$ cat config.mk
export PLATFORM = sky130hd
export DESIGN_NAME = piso_tx
export DESIGN_NICKNAME = d
export VERILOG_FILES = /design/src/rtl/piso_tx.sv
export SDC_FILE = /design/constraint.sdc
export NUM_CORES = 1
export LEC_CHECK = 0
export ABC_AREA = 1
export CELL_PAD_IN_SITES_DETAIL_PLACEMENT = 1
export CELL_PAD_IN_SITES_GLOBAL_PLACEMENT = 2
export CORE_MARGIN = 5
export CORE_UTILIZATION = 20
export CTS_CLUSTER_DIAMETER = 80
export CTS_CLUSTER_SIZE = 28
export DETAILED_ROUTE_END_ITERATION = 12
export PLACE_DENSITY_LB_ADDON = 0.1
export SLEW_MARGIN = 20
export SYNTH_ARGS = -nofsm -noshare
export SYNTH_HDL_FRONTEND = slang
export SYNTH_SLANG_ARGS = --single-unit
$ cat constraint.sdc
create_clock -name CLK -period 1.5 [get_ports CLK]
set_clock_uncertainty 0.2 [all_clocks]
set_input_delay 0.3 -clock CLK [delete_from_list [all_inputs] [get_ports CLK]]
set_output_delay 0.3 -clock CLK [all_outputs]
set_load 0.01 [all_outputs]
$ cat src/rtl/piso_tx.sv
// piso_tx: parallel-in serial-out transmitter, LSB first, with load handshake and hold stall
module piso_tx #(
    parameter int WIDTH = 4
) (
    input  logic             CLK,
    input  logic             CLR,
    input  logic             Ld_En,
    input  logic [WIDTH-1:0] D,
    input  logic             Hold,
    output logic             Ready,
    output logic             Out,
    output logic             Out_Vld,
    output logic             Done,
    output logic             Busy
);
    localparam int CW = $clog2(WIDTH);

    typedef enum logic {IDLE, SEND} state_t;

    state_t           state;
    logic [WIDTH-1:0] sr;
    logic [CW-1:0]    cnt;
    logic             last;

    // Out is the low bit of the shift register; it drains to zero after the last transfer,
    // which gives the idle-low line for free. Valid is the SEND state gated by the stall.
    always_comb begin
        last    = (state == SEND) && (cnt == CW'(WIDTH - 1)) && !Hold;
        Busy    = (state == SEND);
        Out     = sr[0];
        Out_Vld = (state == SEND) && !Hold;
        Done    = last;
        Ready   = (state == IDLE) || last;
    end

    // Acceptance reloads the word and restarts the count; a transfer shifts and counts on.
    always_ff @(posedge CLK) begin
        if (CLR) begin
            state <= IDLE;
            sr    <= '0;
            cnt   <= '0;
        end else if (Ld_En && Ready) begin
            state <= SEND;
            sr    <= D;
            cnt   <= '0;
        end else if (state == SEND && !Hold) begin
            sr    <= sr >> 1;
            cnt   <= last ? '0 : cnt + CW'(1);
            state <= last ? IDLE : SEND;
        end
    end
endmodule

==> run_1/floorplan.png <==
Scale bar: 20 um. Pins as bars on the die edge.
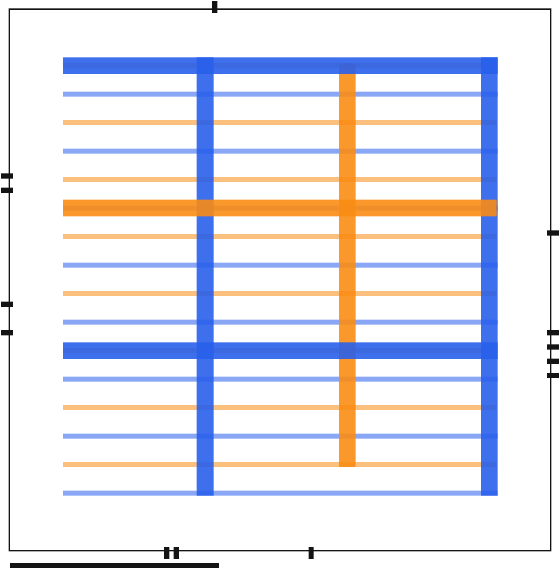
| color | net |
|---|---|
| blue | VSS |
| orange | VDD |
met1 rails: 16
signal pins: 13
rows: 15
met5 straps: 3
CORE AREA: 0.001689 mm2
Die Span Y: 51.56 um

==> run_1/class_map.png <==
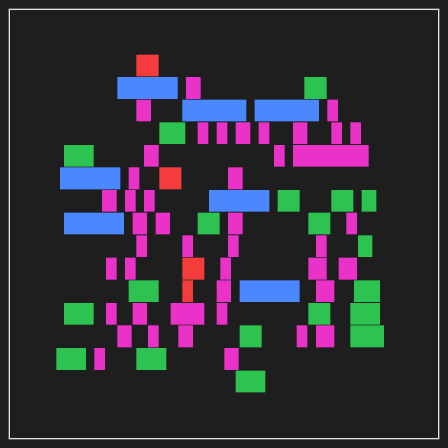
| color | class | cells |
|---|---|---|
| blue | registers | 7 |
| green | remaining buffers and delay cells | 19 |
| magenta | remaining logic cells | 44 |
| red | clock drivers and dummy loads | 4 |
Design Area, Final: 574.3 um2
Core Util, Final: 34.00%

==> run_1/clock_wires.png <==
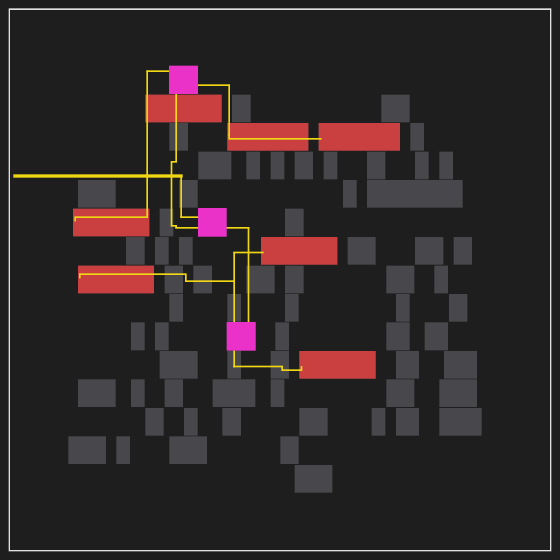
[red] flip-flops | count: 7
[magenta] clock-net drivers | count: 3
[yellow] clock wires | length: 134 um
routed clock nets: 4
clock group share of total power: 37.1%
clock group power: 0.178 mW
clk latency late pin: 250 ps

==> impl_metrics.py, run 1 <==
# Physical implementation metrics
metrics = {
    "setup_path": {
        "worstPathMaxFanout": 3,
        "critPathLaunch": "cnt[1]",
        "r2r_setup_slack_ps": 140,
        "arrival_ps": 980,
        "crit_path_end": "Ready",
        "critical-path-top-delay-family": "flip-flops",
        "crit_type": "reg -> out",
        "endpoint_kind": "primary output",
        "start_kind": "register",
        "cp_common_cell": "nand2_2",
        "cp.depth": 4,
    },
    "clock_tree": {
        "cts_max_level": 1,
        "numClockSinks": 7,
        "hold_buffers": 0,
        "cts_root_buf": "clkbuf_4",
        "tritoncts": "yes",
        "path_clk_slew_ps": 60,
    },
    "final_layout": {
        "area_growth_pct": 66.30,
        "nClkBuffers": 4,
        "seq_cells": 7,
        "comb-cell-share_pct": 33.55,
        "drive_gt1_share_pct": 32.43,
        "mi_logic_area_um2": 192.7,
        "flop_area_um2": 142.6,
        "buffers_excl_clock": 19,
        "clock_cell_area_share_pct": 4.575,
        "num_antenna_cells": 0,
        "num-fill-cells": 220,
        "lay_top_count": "nand2_1",
        "layout_top_cells": "nand2_1 (14), nand3_1 (8), a21oi_1 (7), buf_4 (7), clkdlybuf4s50_1 (6)",
        "dominant_cells": "multi-input combinational cells",
        "largest_reg_flops": 4,
        "buffer_area_share_pct": 28.10,
        "largest_register": "sr",
        "seq-cell-share_pct": 24.84,
    },
    "logic_synthesis": {
        "adder_share_pct": 3.623,
        "syn-mean-instance-area_um2": 6.771,
        "area_leaders": "dfxtp_1 (41%), nand2_1 (17%), nand3_1 (12%)",
        "edf_count": 0,
        "synth_top_area_share_pct": 40.58,
        "post_synth_num_cell_types": 10,
        "synthFlopType": "dfxtp_1",
        "ys_sh_aoi_pct": 10.14,
        "syn-instance-count": 51,
        "yosysWarnings": 0,
        "synth_seq_share_pct": 40.58,
        "synth_flop_count": 7,
        "mux_share_pct": 0,
        "simple_gate_area_share_pct": 36.96,
        "yosys-top-cells-count": "nand2_1 (16), nand3_1 (8), a21oi_1 (7), dfxtp_1 (7), inv_1 (7)",
        "ys_top_logic_family": "simple AND/OR/NAND/NOR gates",
        "ys_async_sr_fraction_pct": 0,
        "ys_chip_area_um2": 345.3,
        "yosys_cells": 51,
        "yosysMostFrequentCell": "nand2_1",
    },
    "floorplanning": {
        "rows": 15,
        "nWellTaps": 17,
        "io_pins": 13,
        "initial_core_util_pct": 20.44,
        "die_width_um": 51.56,
    },
    "pwr": {
        "p_sw_mw": 0.1283,
        "power.internal_mw": 0.3509,
        "pwr_density_cell_mw_per_mm2": 834.4,
        "power.share.sequential_pct": 42.6,
        "total_power_mw": 0.4792,
        "power.largest_group": "sequential cells",
        "power_leakage_nw": 0.2809,
        "pg_comb_mw": 0.0975,
        "ir_worst_vdd_uv": 342.1,
    },
    "timing": {
        "hold_slack_ps": 286.1,
        "finalHoldViolCount": 0,
        "rsz0062_at_grt": "true",
        "drv_slew": 0,
        "finalSetupViolCount": 0,
        "fin_ws_ps": 21.38,
        "worst_pin_slew_ps": 268.5,
        "max_freq_mhz": 676.3,
        "fin_crit_sh_pct": 98.57,
    },
    "place": {
        "place_congestion": 0.6835,
        "place_ws_ps": -557.3,
        "placed_area_um2": 539.3,
        "post-place-cells": 87,
    },
    "grt": {
        "grtUsageTotal_pct": 8.724,
        "grt_max_degree": 9,
        "grt_use_met2_pct": 13.98,
        "grt-ovfl-total": 0,
        "busiest_layer": "met2",
        "grtUsageMet1_pct": 9.123,
        "grt_pass1_wl_um": 1649,
        "use_met3_pct": 3.438,
    },
    "routing": {
        "antenna_left": 0,
        "wl_per_cell_um": 10.98,
        "drtIter0Drc": 2,
        "vias": 393,
        "wl_met3_um": 65,
        "wl_met2_um": 465,
    },
    "flow_run": {
        "warnings": 28,
        "drv_cap": 0,
    },
    "worst_hold_path": {
        "hold_end": "sr[3]",
        "hold_depth": 2,
        "hp-start": "sr[3]",
    },
    "status": {
        "status": "finished clean",
    },
}
## Run 2: what changed since run 1
--- a/config.mk
+++ b/config.mk
@@ -6,6 +6,7 @@
 export NUM_CORES = 1
 export LEC_CHECK = 0
 export ABC_AREA = 1
+export CAP_MARGIN = 20
 export CELL_PAD_IN_SITES_DETAIL_PLACEMENT = 1
 export CELL_PAD_IN_SITES_GLOBAL_PLACEMENT = 2
 export CORE_MARGIN = 5
==> run_2/congestion_map.png <==
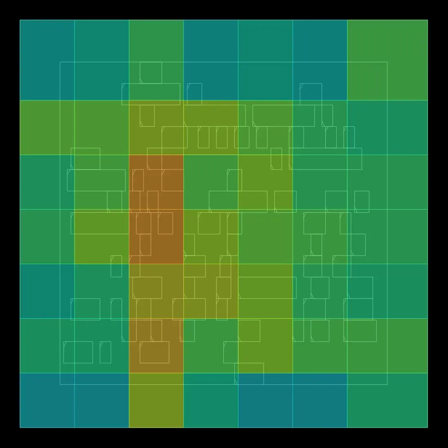
GRT Overall Usage: 8.724%
M2 GR Usage: 13.98%
M1 GR Usage: 9.123%
gr busiest metal: met2
routing usage on met3: 3.438%

==> run_2/floorplan.png <==
Scale bar: 20 um. Pins as bars on the die edge.
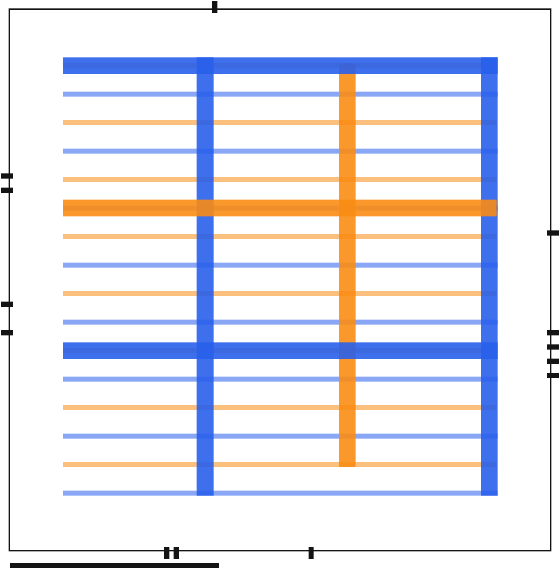
| color | net |
|---|---|
| orange | VDD |
| blue | VSS |
met1 rails: 16
signal pins: 13
rows: 15
Die X: 51.56 um
Worst VDD drop: 342.1 uV

==> run_2/class_map.png <==
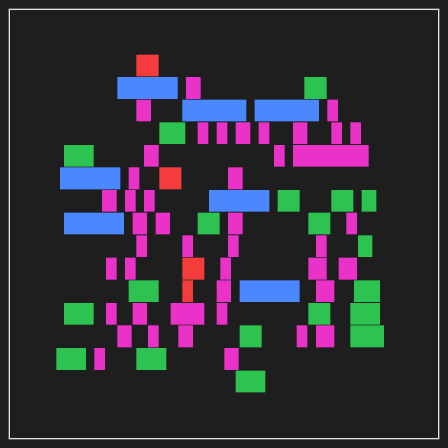
| color | class | cells |
|---|---|---|
| green | remaining buffers and delay cells | 19 |
| red | clock drivers and dummy loads | 4 |
| magenta | remaining logic cells | 44 |
| blue | registers | 7 |
row count: 15
sequential cell area share: 24.84%

==> run 2 against run 1 <==
Against the previous run: non-clock buffer count is the same; final cell count is the same; count of clock-buffer cells in the layout is the same; power is the same; global-route usage is the same; first-iteration DRC count is the same; register-to-register slack is essentially flat; highest routed layer unchanged; sequential cell count is the same; synthesized area is the same; design area is the same; sequential power is essentially flat.
==> impl_metrics.py, run 2 <==
# Physical implementation metrics
metrics = {
    "pwr": {
        "p_sw_mw": 0.1283,
        "clock_power_share_pct": 37.1,
        "p_clk_mw": 0.178,
        "pg_comb_mw": 0.0975,
        "pwr_density_cell_mw_per_mm2": 834.4,
        "power.largest_group": "sequential cells",
        "comb_power_share_pct": 20.3,
        "total_power_mw": 0.4792,
        "power_leakage_nw": 0.2809,
        "power.share.sequential_pct": 42.6,
        "power.internal_mw": 0.3509,
        "swShare_pct": 26.78,
    },
    "logic_synthesis": {
        "post_synth_num_cell_types": 10,
        "yosys_cells": 51,
        "synth_top_area_share_pct": 40.58,
        "synthFlopType": "dfxtp_1",
        "yosysWarnings": 0,
        "ys_sh_aoi_pct": 10.14,
        "yosysMostFrequentCell": "nand2_1",
        "ys_top_logic_family": "simple AND/OR/NAND/NOR gates",
        "edf_count": 0,
        "ys_async_sr_fraction_pct": 0,
        "synth_nets": 60,
        "syn-mean-instance-area_um2": 6.771,
        "simple_gate_area_share_pct": 36.96,
        "syn-instance-count": 51,
        "ys_chip_area_um2": 345.3,
        "synth_flop_count": 7,
        "area_leaders": "dfxtp_1 (41%), nand2_1 (17%), nand3_1 (12%)",
        "yosys-top-cells-count": "nand2_1 (16), nand3_1 (8), a21oi_1 (7), dfxtp_1 (7), inv_1 (7)",
        "synth_seq_share_pct": 40.58,
        "mux_share_pct": 0,
        "adder_share_pct": 3.623,
    },
    "timing": {
        "finalSetupViolCount": 0,
        "drv_slew": 0,
        "finalHoldViolCount": 0,
        "hold_slack_ps": 286.1,
        "rsz0062_at_grt": "true",
        "max_freq_mhz": 676.3,
        "fin_crit_sh_pct": 98.57,
        "fin_ws_ps": 21.38,
        "fin_tns_setup_ps": 0,
        "worst_pin_slew_ps": 268.5,
    },
    "grt": {
        "grt_pass1_wl_um": 1649,
        "grt-ovfl-total": 0,
        "grt_max_degree": 9,
    },
    "floorplanning": {
        "initial_core_util_pct": 20.44,
        "coreArea_mm2": 0.001689,
        "nWellTaps": 17,
        "io_pins": 13,
    },
    "place": {
        "place_congestion": 0.6835,
        "post-place-cells": 87,
        "place_ws_ps": -557.3,
        "placed_area_um2": 539.3,
    },
    "final_layout": {
        "largest_register": "sr",
        "drive_gt1_share_pct": 32.43,
        "clock_cell_area_share_pct": 4.575,
        "final_util_pct": 34.00,
        "lay_top_count": "nand2_1",
        "num_antenna_cells": 0,
        "stdcell_area_um2": 574.3,
        "layout_top_cells": "nand2_1 (14), nand3_1 (8), a21oi_1 (7), buf_4 (7), clkdlybuf4s50_1 (6)",
        "inverters": 8,
        "buffers_excl_clock": 19,
        "area_growth_pct": 66.30,
        "dominant_cells": "multi-input combinational cells",
        "flop_area_um2": 142.6,
        "comb-cell-share_pct": 33.55,
        "largest_reg_flops": 4,
        "num-fill-cells": 220,
        "nClkBuffers": 4,
        "seq_cells": 7,
        "buffer_area_share_pct": 28.10,
        "mi_logic_area_um2": 192.7,
    },
    "clock_tree": {
        "tritoncts": "yes",
        "cts_max_level": 1,
        "clk_latency_ps": 250,
        "hold_buffers": 0,
        "cts_root_buf": "clkbuf_4",
        "path_clk_slew_ps": 60,
        "numClockSinks": 7,
    },
    "routing": {
        "wl_met3_um": 65,
        "vias": 393,
        "remaining_drc_errors": 0,
        "antenna_left": 0,
        "wl_met2_um": 465,
        "drtIter0Drc": 2,
        "wl_per_cell_um": 10.98,
    },
    "setup_path": {
        "cp.depth": 4,
        "critPathLaunch": "cnt[1]",
        "crit_path_end": "Ready",
        "start_kind": "register",
        "r2r_setup_slack_ps": 140,
        "endpoint_kind": "primary output",
        "crit_type": "reg -> out",
        "cp_common_cell": "nand2_2",
        "worstPathMaxFanout": 3,
        "critical-path-top-delay-family": "flip-flops",
        "arrival_ps": 980,
        "required_ps": 1000,
    },
    "status": {
        "status": "finished clean",
    },
    "worst_hold_path": {
        "hp-start": "sr[3]",
        "hold_depth": 2,
        "hold_end": "sr[3]",
    },
    "flow_run": {
        "drv_cap": 0,
        "warnings": 28,
    },
}
Power is estimated from default activity; no workload was simulated.
